### Routing congestion, run 1

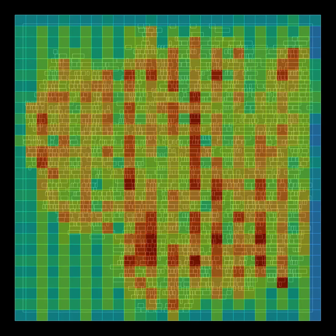
### The metal 4 layer, run 1

Drawn at 2 px/µm.
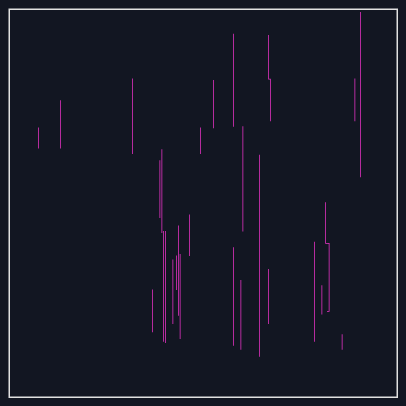
### Clock wires, drivers and flops, run 1

Drawn at 3 px/µm.
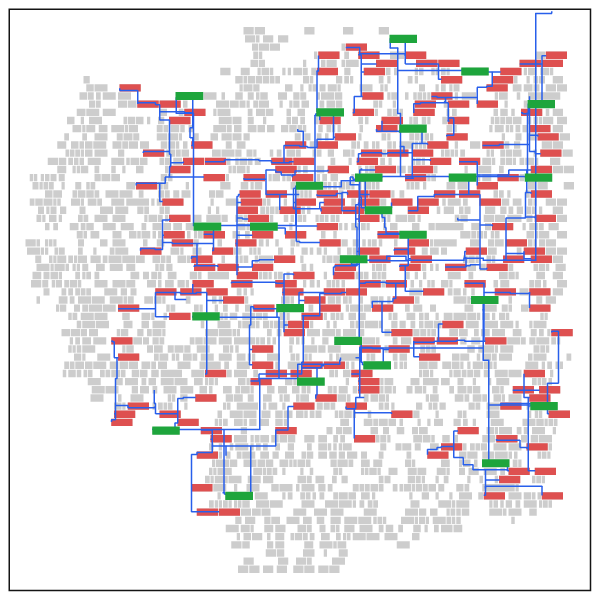
<file path="src/rtl/cpu_trace_checker_p.sv">
// cpu_trace_checker_p: sniffs a CPU trace stream one ASCII character per clock.
// It parses register-write and memory-write lines, classifies each well-formed
// line, flags semantic errors and keeps running line and error counters.
module cpu_trace_checker_p #(
  parameter int unsigned TIME_DIGITS = 4,
  parameter int unsigned GRF_DIGITS  = 4,
  parameter int unsigned NUM_REGS    = 32,
  parameter logic [31:0] PC_LO       = 32'h0000_3000,
  parameter logic [31:0] PC_HI       = 32'h0000_4fff,
  parameter logic [31:0] ADDR_HI     = 32'h0000_2fff,
  parameter int unsigned CNT_W       = 16
) (
  input  logic             clk,
  input  logic             reset,
  input  logic [7:0]       char,
  input  logic [15:0]      freq,
  output logic [1:0]       format_type,
  output logic [4:0]       error_code,
  output logic [CNT_W-1:0] line_count,
  output logic [CNT_W-1:0] err_count
);

  localparam int unsigned MAX_DIGITS = (TIME_DIGITS > GRF_DIGITS) ? TIME_DIGITS : GRF_DIGITS;
  localparam int unsigned DEC_W      = $clog2(MAX_DIGITS + 1);
  localparam logic [DEC_W-1:0] TIME_LIM = DEC_W'(TIME_DIGITS);
  localparam logic [DEC_W-1:0] GRF_LIM  = DEC_W'(GRF_DIGITS);
  localparam logic [CNT_W-1:0] CNT_MAX  = {CNT_W{1'b1}};

  typedef enum logic [3:0] {
    S_IDLE, S_TIME, S_PC, S_COLON, S_SP1, S_GRF, S_MEMADDR, S_SP2,
    S_LT, S_EQ, S_SP3, S_DATA, S_HASH, S_DONE_REG, S_DONE_MEM
  } state_t;

  state_t           state, state_n;
  logic [31:0]      time_q, time_n;
  logic [31:0]      pc_q, pc_n;
  logic [31:0]      addr_q, addr_n;
  logic [31:0]      grf_q, grf_n;
  logic [31:0]      data_q, data_n;
  logic [2:0]       hex_cnt, hex_cnt_n;
  logic [DEC_W-1:0] dec_cnt, dec_cnt_n;
  logic             is_mem, is_mem_n;
  logic [31:0]      prev_time;
  logic             have_prev;
  logic [4:0]       err_q, err_n;
  logic             line_done;

  logic             is_dec, is_hex;
  logic [3:0]       nibble;
  logic [31:0]      dec_value;
  logic [15:0]      time_mask;

  // Classify the incoming character and decode its digit value.
  always_comb begin
    is_dec    = (char >= 8'h30) && (char <= 8'h39);
    is_hex    = is_dec || ((char >= 8'h61) && (char <= 8'h66));
    nibble    = is_dec ? 4'(char - 8'h30) : 4'(char - 8'h57);
    dec_value = {28'd0, nibble};
  end

  // Next-state and field accumulation; '^' resynchronises from any state.
  // NOTE: every output of this block gets a default first, so no path can
  // leave a value unassigned and infer a latch.
  always_comb begin
    state_n   = state;
    time_n    = time_q;
    pc_n      = pc_q;
    addr_n    = addr_q;
    grf_n     = grf_q;
    data_n    = data_q;
    hex_cnt_n = hex_cnt;
    dec_cnt_n = dec_cnt;
    is_mem_n  = is_mem;
    line_done = 1'b0;

    if (char == 8'h5e) begin
      state_n   = S_TIME;
      time_n    = '0;
      pc_n      = '0;
      addr_n    = '0;
      grf_n     = '0;
      data_n    = '0;
      hex_cnt_n = '0;
      dec_cnt_n = '0;
      is_mem_n  = 1'b0;
    end else begin
      case (state)
        S_IDLE: state_n = S_IDLE;
        S_TIME: begin
          if (is_dec && (dec_cnt != TIME_LIM)) begin
            time_n    = time_q * 32'd10 + dec_value;
            dec_cnt_n = dec_cnt + 1'b1;
          end else if ((char == 8'h40) && (dec_cnt != '0)) begin
            state_n   = S_PC;
            hex_cnt_n = '0;
          end else begin
            state_n = S_IDLE;
          end
        end
        S_PC: begin
          if (is_hex) begin
            pc_n      = {pc_q[27:0], nibble};
            hex_cnt_n = hex_cnt + 1'b1;
            if (hex_cnt == 3'd7) state_n = S_COLON;
          end else begin
            state_n = S_IDLE;
          end
        end
        S_COLON: state_n = (char == 8'h3a) ? S_SP1 : S_IDLE;
        S_SP1: begin
          if (char == 8'h20) begin
            state_n = S_SP1;
          end else if (char == 8'h24) begin
            state_n   = S_GRF;
            dec_cnt_n = '0;
            is_mem_n  = 1'b0;
          end else if (char == 8'h2a) begin
            state_n   = S_MEMADDR;
            hex_cnt_n = '0;
            is_mem_n  = 1'b1;
          end else begin
            state_n = S_IDLE;
          end
        end
        S_GRF: begin
          if (is_dec && (dec_cnt != GRF_LIM)) begin
            grf_n     = grf_q * 32'd10 + dec_value;
            dec_cnt_n = dec_cnt + 1'b1;
          end else if ((char == 8'h20) && (dec_cnt != '0)) begin
            state_n = S_SP2;
          end else if ((char == 8'h3c) && (dec_cnt != '0)) begin
            state_n = S_LT;
          end else begin
            state_n = S_IDLE;
          end
        end
        S_MEMADDR: begin
          if (is_hex) begin
            addr_n    = {addr_q[27:0], nibble};
            hex_cnt_n = hex_cnt + 1'b1;
            if (hex_cnt == 3'd7) state_n = S_SP2;
          end else begin
            state_n = S_IDLE;
          end
        end
        S_SP2: begin
          if (char == 8'h20)      state_n = S_SP2;
          else if (char == 8'h3c) state_n = S_LT;
          else                    state_n = S_IDLE;
        end
        S_LT: state_n = (char == 8'h3d) ? S_EQ : S_IDLE;
        S_EQ, S_SP3: begin
          if (char == 8'h20) begin
            state_n = S_SP3;
          end else if (is_hex) begin
            data_n    = {28'd0, nibble};
            hex_cnt_n = 3'd1;
            state_n   = S_DATA;
          end else begin
            state_n = S_IDLE;
          end
        end
        S_DATA: begin
          if (is_hex) begin
            data_n    = {data_q[27:0], nibble};
            hex_cnt_n = hex_cnt + 1'b1;
            if (hex_cnt == 3'd7) state_n = S_HASH;
          end else begin
            state_n = S_IDLE;
          end
        end
        S_HASH: begin
          if (char == 8'h23) begin
            state_n   = is_mem ? S_DONE_MEM : S_DONE_REG;
            line_done = 1'b1;
          end else begin
            state_n = S_IDLE;
          end
        end
        default: state_n = S_IDLE;
      endcase
    end
  end

  // Semantic error bits from the captured fields of the line being closed.
  always_comb begin
    time_mask = (freq >> 1) - 16'd1;
    err_n[0]  = |(time_q & {16'd0, time_mask});
    err_n[1]  = (pc_q[1:0] != 2'b00) || (pc_q < PC_LO) || (pc_q > PC_HI);
    err_n[2]  = is_mem && ((addr_q[1:0] != 2'b00) || (addr_q > ADDR_HI));
    err_n[3]  = !is_mem && (grf_q >= 32'(NUM_REGS));
    err_n[4]  = have_prev && (time_q <= prev_time);
  end

  // State, accumulators, history and saturating counters.
  // NOTE: sequential state uses non-blocking assignments so every register
  // samples the pre-edge values regardless of statement order.
  always_ff @(posedge clk) begin
    if (reset) begin
      state      <= S_IDLE;
      time_q     <= '0;
      pc_q       <= '0;
      addr_q     <= '0;
      grf_q      <= '0;
      data_q     <= '0;
      hex_cnt    <= '0;
      dec_cnt    <= '0;
      is_mem     <= 1'b0;
      prev_time  <= '0;
      have_prev  <= 1'b0;
      err_q      <= '0;
      line_count <= '0;
      err_count  <= '0;
    end else begin
      state   <= state_n;
      time_q  <= time_n;
      pc_q    <= pc_n;
      addr_q  <= addr_n;
      grf_q   <= grf_n;
      data_q  <= data_n;
      hex_cnt <= hex_cnt_n;
      dec_cnt <= dec_cnt_n;
      is_mem  <= is_mem_n;
      if (line_done) begin
        err_q     <= err_n;
        prev_time <= time_q;
        have_prev <= 1'b1;
        if (line_count != CNT_MAX) line_count <= line_count + 1'b1;
        if ((err_n != 5'd0) && (err_count != CNT_MAX)) err_count <= err_count + 1'b1;
      end
    end
  end

  // Report classification only during the cycle spent in a DONE state.
  always_comb begin
    format_type = 2'b00;
    error_code  = 5'd0;
    if (state == S_DONE_REG) begin
      format_type = 2'b01;
      error_code  = err_q;
    end else if (state == S_DONE_MEM) begin
      format_type = 2'b10;
      error_code  = err_q;
    end
  end

endmodule

</file>
<file path="config.mk">
export PLATFORM = sky130hd
export DESIGN_NAME = cpu_trace_checker_p
export DESIGN_NICKNAME = d
export VERILOG_FILES = /design/src/rtl/cpu_trace_checker_p.sv
export SDC_FILE = /design/constraint.sdc
export NUM_CORES = 1
export LEC_CHECK = 0
export CORE_MARGIN = 5
export CORE_UTILIZATION = 44
export DETAILED_ROUTE_END_ITERATION = 10
export PLACE_DENSITY_LB_ADDON = 0.3
export REMOVE_ABC_BUFFERS = 1
export SYNTH_ARGS = -nofsm -noshare
export SYNTH_HDL_FRONTEND = slang
export SYNTH_SLANG_ARGS = --single-unit
</file>
<file path="constraint.sdc">
create_clock -name clk -period 5.2 [get_ports clk]
set_input_delay 0.52 -clock clk [delete_from_list [all_inputs] [get_ports clk]]
set_output_delay 0.52 -clock clk [all_outputs]
set_load 0.05 [all_outputs]
</file>
==> ci_impl_report.md, run 1 <==
## PnR job results

| Metric | Value |
|---|---|
| Design Power | `~3.5 mW` |
| Die area | `37300 µm²` |
| Grt ovf | `0` |
| Leak pwr | `6.54 nW` |
| FP Util | `0.443` |
| Multi-input gate share of total cell area | `0.598` |
| Worst path max stage delay | `around 0.52 ns` |
| Clock buffer cells | `35` |
| FA/HA/MAJ Cells, Area Fraction | `0.141` |
| Bufs w/o clock | `~85` |
| Most frequent logic cell in the layout | `nand2_1` |
| Worst setup endpoint | `grf_q[30]` |
| Synth Seq Share | `0.283` |
| Multi-input gates | `between 1500 and 2000` |
| Max_slew headroom | `0.220` |
| Syn Area/Cell | `a little under 8 µm²` |
| # diodes | `0` |
| Outcome | `finished, final reports clean` |
| Final ANT Viol Nets | `0` |
| Row count | `67` |
| Syn Std Cell Area | `14800 µm²` |
| Clock buf/inv share | `0.0510` |
| Initial antenna violation count | `0` |
| Maximum buffer depth of the clock tree | `3` |
| Syn. warnings | `0` |
| Fillers | `3254` |
| Most common logic cells in the final layout | `309 x nand2_1, 209 x dfxtp_1, 204 x a21oi_1` |
| Latency at later pin | `0.53 ns` |
| Flop share of the area | `0.251` |
| Final hold vios | `0` |
| Total core area | `approximately 33000 µm²` |
| Drt first pass iters | `5` |
| Crit path from | `char[0]` |
| Reg2reg setup slack | `0.94 ns` |
| Clk sink count | `209` |
| Hold WS | `a little over 0.3 ns` |
Back to the opening pictures, 'Routing congestion':
GRT Total Usage: 0.186
routing usage on met3: 0.0200
GRT busiest layer: met2

Back to the opening pictures, 'The metal 4 layer':
share of all routed wire: 2.9%
nets with wire on the layer: 21
longest straight run: 101 µm
via count: 13500
drt total wl: 36100 µm

Back to the opening pictures, 'Clock wires, drivers and flops':
legend:
  clock-net drivers:
    color: green
    count: 25
  clock wires:
    color: blue
    length: 2810 µm
  flip-flops:
    color: red
    count: 209
routed clock nets: 26
clk_skew: 0.0140 ns
Clock group: 1.78 mW

[run 1: flip-flops by register name, summed over array words and instances, names as in the netlist, 3 cells and up]
| signal | cells |
|---|---|
| pc_q | 32 |
| dec_cnt | 3 |
| err_count | 16 |
| addr_q | 32 |
| prev_time | 32 |
| hex_cnt | 3 |
| state | 4 |
| time_q | 32 |
| grf_q | 32 |
| err_q | 5 |
| line_count | 16 |
[run 1: worst max-delay path: cells and delay by family]
kind,cells,cell delay [ns]
adder cells (fa/ha/maj),2,0.47
AND/OR/NAND/NOR,9,2.22
XOR/XNOR,1,0.36
buffers and inverters,3,0.84
AND-OR/OR-AND,4,0.63
[run 1: layer usage]
| layer | GRT usage | up-vias | routed length, µm |
|---|---|---|---|
| met5 | 0 | - | 0 |
| met4 | 0.0532 | 0 | 1050 |
| met3 | 0.0200 | 62 | 1360 |
| met2 | 0.320 | 242 | 16800 |
| met1 | 0.249 | 6299 | 16900 |
| li1 | - | 6873 | - |
[run 1: power breakdown]
group / total [mW] / internal, mW / leakage [nW] / switching [mW]
Sequential: 1.60 / 1.60 / 1.68 / 0.000112
Clock: 1.78 / 1.08 / 0.427 / 0.693
Combinational: 0.103 / 0.0393 / 4.43 / 0.0638
[run 1: per-stage QoR]
stage | instances | cell area [µm²] | util | setup WS, ns
5_1_grt | 2401 | 16600 | 0.499 | 0.231
4_1_cts | 2401 | 16600 | 0.499 | 0.622
6_report | 2401 | 16600 | 0.499 | 0.614
3_5_place_dp | 2356 | 15800 | 0.474 | 0.0617
2_1_floorplan | 1823 | 14400 | - | 0.645
3_3_place_gp | 2356 | 15800 | 0.474 | 0.167
### Local utilization, run 1

Drawn at 1.5 px/µm. The die is cut into 19 by 19 equal tiles; white is low, dark blue is high, 0 to 100% covered.
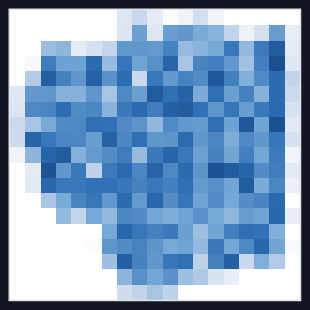

==> run 1 -> run 2 <==
==> constraint.sdc (replaced) <==
create_clock -name clk -period 5.16 [get_ports clk]
set_input_delay 0.516 -clock clk [delete_from_list [all_inputs] [get_ports clk]]
set_output_delay 0.516 -clock clk [all_outputs]
set_load 0.05 [all_outputs]
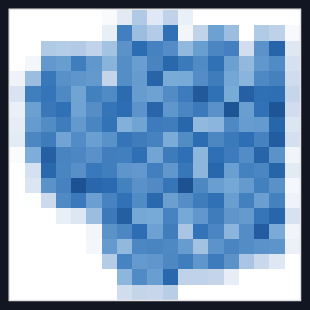
*Local utilization, run 2*
Drawn at 1.5 px/µm. The die is cut into 19 by 19 equal tiles; white is low, dark blue is high, 0 to 100% covered.
nearly empty tiles: 20%
emptiest ninth of the die: bottom left
fullest tile: 87%
densest ninth of the die: middle
tiles over 75% full: 8.3%
mean over tiles: 43%
total core area: 33400 µm²
FP Util: 0.443

==> run 2 against run 1 <==
Effect of this change:
- non-clock buffer count shrank 1
- sequential cell count unchanged
- combinational power barely moved
- first-iteration DRC count increased by 0.87%
- sequential share of layout area hardly changed
- die area stayed put
- clock power about the same
- critical path depth is the same
- core utilization is essentially flat
- register-to-register slack worse by 0.03 ns
- critical endpoint is now time_q[30]
- largest cell class unchanged
==> ci_impl_report.md, run 2 <==
## PnR job results

| Metric | Value |
|---|---|
| Latency at later pin | `0.51 ns` |
| Fin area | `16600 µm²` |
| Buf+Inv Stages, Crit Path | `3` |
| Synth Flop Type | `dfxtp_1` |
| Max_slew headroom | `0.201` |
| GRT Total Usage | `0.181` |
| Clk_skew | `~0.0095 ns` |
| Final Util | `0.499` |
| Clk sink count | `about 210` |
| Final ANT Viol Nets | `0` |
| Final hold vios | `0` |
| Via count | `13400` |
| Most common logic cells in the final layout | `309 x nand2_1, 209 x dfxtp_1, 204 x a21oi_1` |
| Reg2reg setup slack | `0.91 ns` |
| Leak pwr | `6.52 nW` |
| Most frequent logic cell in the layout | `nand2_1` |
| Syn Std Cell Area | `14800 µm²` |
| Outcome | `finished, final reports clean` |
| Crit path max-delay family | `simple AND/OR/NAND/NOR gates` |
| Worst path max stage delay | `0.53 ns` |
| Die area | `37300 µm²` |
| Design Power | `3.52 mW` |
| FA/HA/MAJ Cells, Area Fraction | `0.141` |
| Drt first pass iters | `6` |
| Initial antenna violation count | `0` |
| Maximum buffer depth of the clock tree | `3` |
| Crit path depth | `19` |
| Fillers | `3293` |
| Hold WS | `between 0.3 and 0.4 ns` |
| Row count | `around 67` |
==> run 2: path summary, 6_finish.rpt <==
| kind | startpoint | end |
|---|---|---|
| setup / recovery | char[0] | time_q[30] |
| hold / removal | reset | state[0] |
| setup reg to reg | grf_q[1] | grf_q[28] |
| hold reg to reg | prev_time[27] | prev_time[27] |
==> run 2: through the flow <==
| step | worst slack (ns) | std cells |
|---|---|---|
| 3_5_place_dp | 0.0805 | 2355 |
| 5_1_grt | 0.142 | 2399 |
| 6_report | 0.587 | 2399 |
| 3_3_place_gp | 0.167 | 2355 |
| 4_1_cts | 0.598 | 2399 |
| 2_1_floorplan | 0.609 | 1823 |
==> run 2: final cells by class <==
type,count,area [µm²],share of cell area
multi-input combinational,1536,9960,0.598
sequential,209,4180,0.251
timing repair buffer,84,796,0.0478
clock buffer,35,723,0.0435
tap,448,561,0.0337
inverter,78,293,0.0176
clock inverter,9,129,0.00774
==> run 2: cell families after synthesis <==
group,count (synthesis)
and+or+nand+nor,771
adders and majority gates,164
DFF,209
buffers and inverters,168
AOI/OAI and AO/OA,468
muxes,9
xor gates and xnor gates,124
==> run 2: worst register-to-register path: cells and delay by family (launching register included) <==
kind                     cells  cell delay [ns]
flip-flops                   1             0.41
AND-OR/OR-AND                6             1.58
adder cells (fa/ha/maj)      3             0.92
AND/OR/NAND/NOR              4             1.20
==> run 2: report_power, final <==
part           switching [mW]  internal [mW]
clock                   0.680           1.12
sequential           0.000114           1.61
combinational          0.0640         0.0381
total                   0.745           2.77
==> run 2: per-layer routing <==
metal  part of all wire  track usage
met5                  0            0
met4              0.019       0.0422
met3              0.031       0.0209
met2               0.47        0.314
met1               0.48        0.242
No activity file was given, so power comes from the tool's default toggle rates.
